Fig. 1: run 1, M1 wires
Supply wires on this layer in grey.
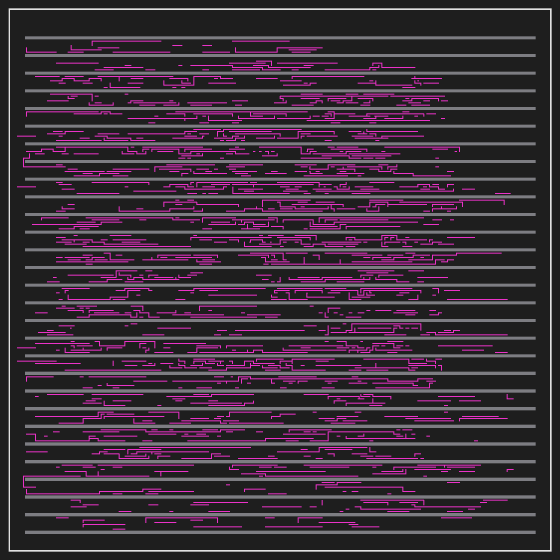
Fig. 2: run 1, clock routing
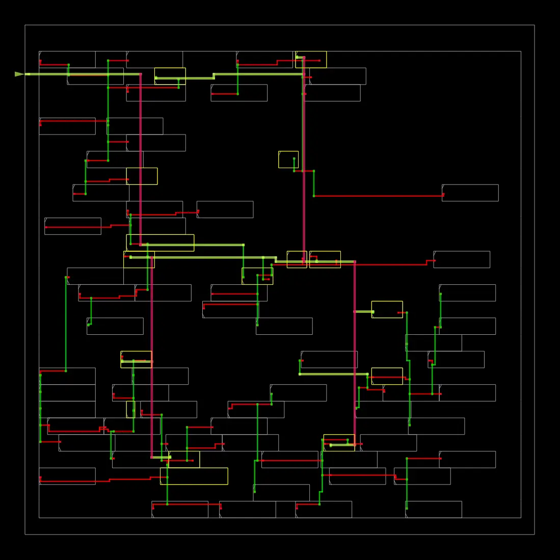
Fig. 3: run 1, supply network
Pins as bars on the die edge.
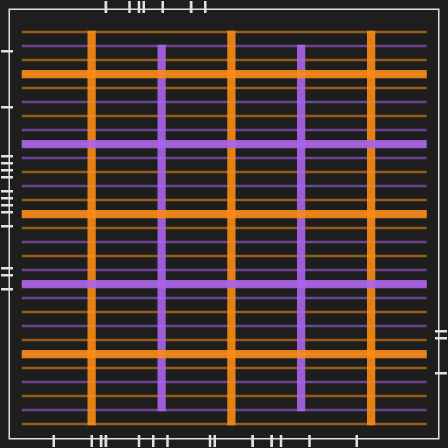
Design booth_mult_r4, sky130hd; sources not shown.
==> notes.md, run 1 <==
Notes on the flow run.

- The run finished, with violations left.
- Counting every net in the synthesized netlist gives just under 400.
- The layout has 439 filler cells.
- Measured against the total synthesized area, the mux share comes to 0.1124.
- The total cell area at the placement stage is around 4000 sq um, for reference.
- For this design the top-level I/O count stands at 38.
- The global route stage reports its total congestion overflow as 0.
- According to the dpl log, the detail-placed design has an HPWL of roughly 5400 um.
- The number of detailed-routing iterations run before antenna repair is 5, for reference.
- The largest cell class by area is combinational gates, for reference.
- The post-synth register bit count is around 62.
- Of all flip-flops after synthesis, the portion carrying an async set or reset was 1.000.
- Sorting the synthesized cells by area gives the leading types as dfrtp_1 (43%), mux2_2 (7.9%), nand2_1 (5.1%).
- In this run the post-CTS setup repair buffer count came out at 0.
- The critical setup path kind is reg -> reg, for reference.
- Entering global routing, the biggest net connects 63 pins.
- The highest cell delay on the worst timing path is 0.52 ns, for reference.
- The worst clock skew is a little over 0.005 ns, for reference.
- The number of global-route vias before repair is roughly 2800, for reference.
- Nets still carrying antenna violations after routing amount to 0.
- Setup violations remaining at the end of the flow were counted as 0.
- The worst reg-to-reg path cell count is 11, for reference.
- The final reports fail on capacitance limit.
- The fraction of standard cell area that is sequential is 0.3628, for reference.
- For this configuration, the core starts out at a cell density of 0.5963.
- The clock buffer and inverter area fraction after layout is 0.05434, for reference.
- TritonCTS built the clock tree.
- The number of logic gates is approximately 270, for reference.
- Synthesis handed over a netlist of ~360 instances.
- The synthesized area per cell is 9.923 sq um, for reference.
- The area fraction of the largest cell type after synthesis is 0.4343.
- The fmax is 297.6 MHz, for reference.
- In the final layout, the share of cells above drive strength 1 is 0.1617.
- The most used flip-flop cell after synthesis is dfrtp_1.
- Across all hold checks on the routed design, the worst slack comes to ~0.49 ns.
- The initial antenna violation count is 0, for reference.
- Counting endpoints that fail hold in the final report gives 0.
- The yosys synthesis chip area is 3572 sq um, for reference.
- The slew check shows that the tightest pin keeps a relative margin of 0.008928.
- The number of non-filler instances in the completed layout is between 400 and 500, for reference.
- The number of gates resized after CTS was 0.
- The layout buffering overhead excluding clock cells is 0.1078, for reference.
- The tally of max-capacitance violations is 1, for reference.
- The worst setup path is captured at a flop.
- STA classifies the critical path startpoint as a flop.
- The tightest min-delay check is of the reg -> reg type.
- In this run the register-to-register setup slack is 0.22 ns.
- The design area is between 4000 and 5000 sq um, for reference.
- The number of cells on the worst hold path is listed as 2.
About Fig. 1:
The wires run mostly horizontal. The layer holds 45% of the routed length. The layer carries 3490 um of wire. 399 nets have wire on it.
total via count in the routed design: 2835
final WL: 7818 um
global routing usage on met1: 0.3213

About Fig. 2:
clk sinks: 62
clkbuf count: 12
clock group power: 728 uW
total CTS buffers: 9

About Fig. 3:
Purple shows VDD. Orange shows VSS.
5 straps on met4. The core has 28 rows. 5 straps on met5. 29 met1 rails follow the rows. 38 signal pins sit on the boundary.
vertical die dimension: 83.17 um
worst vdd rail ir drop: 0.6781 mV
Die X-Extent: 83.17 um
area of the placeable core: 5991 sq um

[run 1: where the power goes]
group,internal (mW),switching (mW)
Clock,0.434,0.294
Combinational,1.33,1.44
Sequential,1.03,0.327
[run 1: layer usage]
layer  track usage  share of wire  vias to the layer above  wire, um
met5             0              0                        -         0
met4        0.1028          0.027                        0       211
met3       0.04771          0.047                       17       369
met2        0.3754           0.48                       80      3746
met1        0.3213           0.45                     1375      3490
li1              -              -                     1363         -
[run 1: worst max-delay path, delay by kind of cell (launching register included)]
family	cells	cell delay, ns
compound gates	8	1.83
simple gates	2	0.67
flops	1	0.52
fa+ha+maj	1	0.26
--- run 2 (diff from run 1) ---
--- a/config.mk
+++ b/config.mk
@@ -5,14 +5,15 @@
 export SDC_FILE = /design/constraint.sdc
 export NUM_CORES = 1
 export LEC_CHECK = 0
-export CORE_MARGIN = 2
+export CORE_MARGIN = 5
 export CORE_UTILIZATION = 57
-export CTS_CLUSTER_DIAMETER = 60
+export CTS_CLUSTER_DIAMETER = 80
 export CTS_CLUSTER_SIZE = 10
 export DETAILED_ROUTE_END_ITERATION = 7
 export HOLD_SLACK_MARGIN = 0.08
 export PLACE_DENSITY = 0.8
 export RECOVER_POWER = 50
+export SKIP_LAST_GASP = 1
 export SLEW_MARGIN = 10
 export SYNTH_ARGS = -nofsm -noshare
 export SYNTH_HDL_FRONTEND = slang
==> run 2 against run 1 <==
  * The run now ends clean
  * Critical path type unchanged
  * Global-route usage shrank 2.6 points
  * Worst hold slack gained 0.0038 ns
  * Register-to-register slack lost 0.03 ns
  * First-iteration DRC count shrank 6.3%
  * Sequential share of layout area grew 0.22 points
  * Sequential power is essentially flat
  * Design area shrank 0.76%
  * Sequential cell count is the same
  * Power shrank 2.2%
  * Fmax shrank 1.0%
==> notes.md, run 2 <==
Notes on the flow run.

- The global routing usage on met2 came to 0.3208 (-0.05454).
- The flow ran to the end, and the final reports show no timing, DRC or antenna violations.
- The total number of clock tree sinks is 62 (unchanged).
- The most common flop cell mapped by yosys is dfrtp_1, for reference.
- The share of total power in sequential cells is 0.292 (+0.012), for reference.
- The proportion of layout cells with a drive suffix above 1 is 0.1485 (-0.01318).
- The layer with the highest usage is met2, for reference.
- The synthesized area per cell was 9.923 sq um (unchanged).
- The number of non-filler instances in the completed layout is 479 (+0.42%).
- The total of flip-flops plus latches after synthesis is 62 (unchanged), for reference.
- The worst hold path depth came to 2 (unchanged).
- The total congestion overflow was 0 (unchanged).
- The number of filler cells placed in the layout was 440 (+0.23%).
- The headroom to the max-slew limit is 0.02124 (+0.01231), for reference.
- The total CTS buffers is 9 (unchanged), for reference.
- The met3 wirelength from detailed routing is 300 um (-19%), for reference.
- The total cell area at the placement stage is 4016 sq um (+0.38%), for reference.
- The worst reg-to-reg path cell count is 14 (+3), for reference.
- The I/O pin count is 38 (unchanged).
- TritonCTS built the clock tree.
- By startpoint and endpoint, the worst setup path is classified as reg -> reg.
- The met1 usage in global routing came to 0.2813 (-0.04001).
- The vias after detailed routing is 2823 (-0.42%).
- The tally of max-capacitance violations is 0 (-1).
- The instance count on the critical path is 14 (+3), for reference.
- The total count of hold-check failures in the final report is 0 (unchanged), for reference.
- The layout buffering overhead excluding clock cells is 0.1089 (+0.001119), for reference.
- The placeable core region came to 5991 sq um (unchanged).
- The floorplan core density is 0.5963 (unchanged), for reference.
- The clock buffer and inverter area fraction after layout is 0.05387 (-0.0004672), for reference.
- The horizontal die dimension is 89.17 um (+7.2%), for reference.
- The final-report setup violation count is 0 (unchanged).
- The worst clock skew came to 0.007500 ns (+0.002369 ns).
- The die boundary height was 89.17 um (+7.2%).
- The initial antenna violation count was 0 (unchanged).
- The fraction of registers with async set or reset after synthesis is 1.000 (unchanged), for reference.
- The number of detailed-routing iterations run before antenna repair is 4 (-1), for reference.
- The number of logic gates is 265 (unchanged).
- The yosys synthesis chip area is 3572 sq um (unchanged), for reference.
## run 2: netlist changes by cell type in the layout (fill, tap and decap cells not counted), moves of 2 or more
cell      before  now
buf_4          9   12
clkbuf_8      11    9
dfrtp_1       60   62
dfrtp_2        2    0
ha_1          12   14
## run 2: cells by family after synthesis
logic type / share of synthesized area
XOR/XNOR: 0.03678
adder cells (fa/ha/maj): 0.05744
multiplexers: 0.1124
flip-flops: 0.4343
AND/OR/NAND/NOR: 0.1229
AND-OR/OR-AND: 0.1920
buffers and inverters: 0.04413
## run 2: what timing repair did
| item | CTS | global route |
|---|---|---|
| endpoints found under the setup margin | 0 | 2 |
| gates resized | 0 | 2 |
| buffers inserted | 0 | 2 |
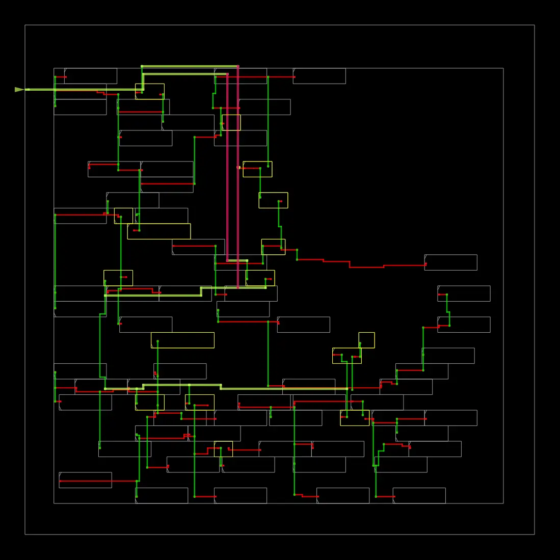
Fig. 4. Clock routing (run 2).
clock latency on the worst-skew pair: 0.35 ns
clock group power: 711 uW

Power is estimated from default activity; no workload was simulated.
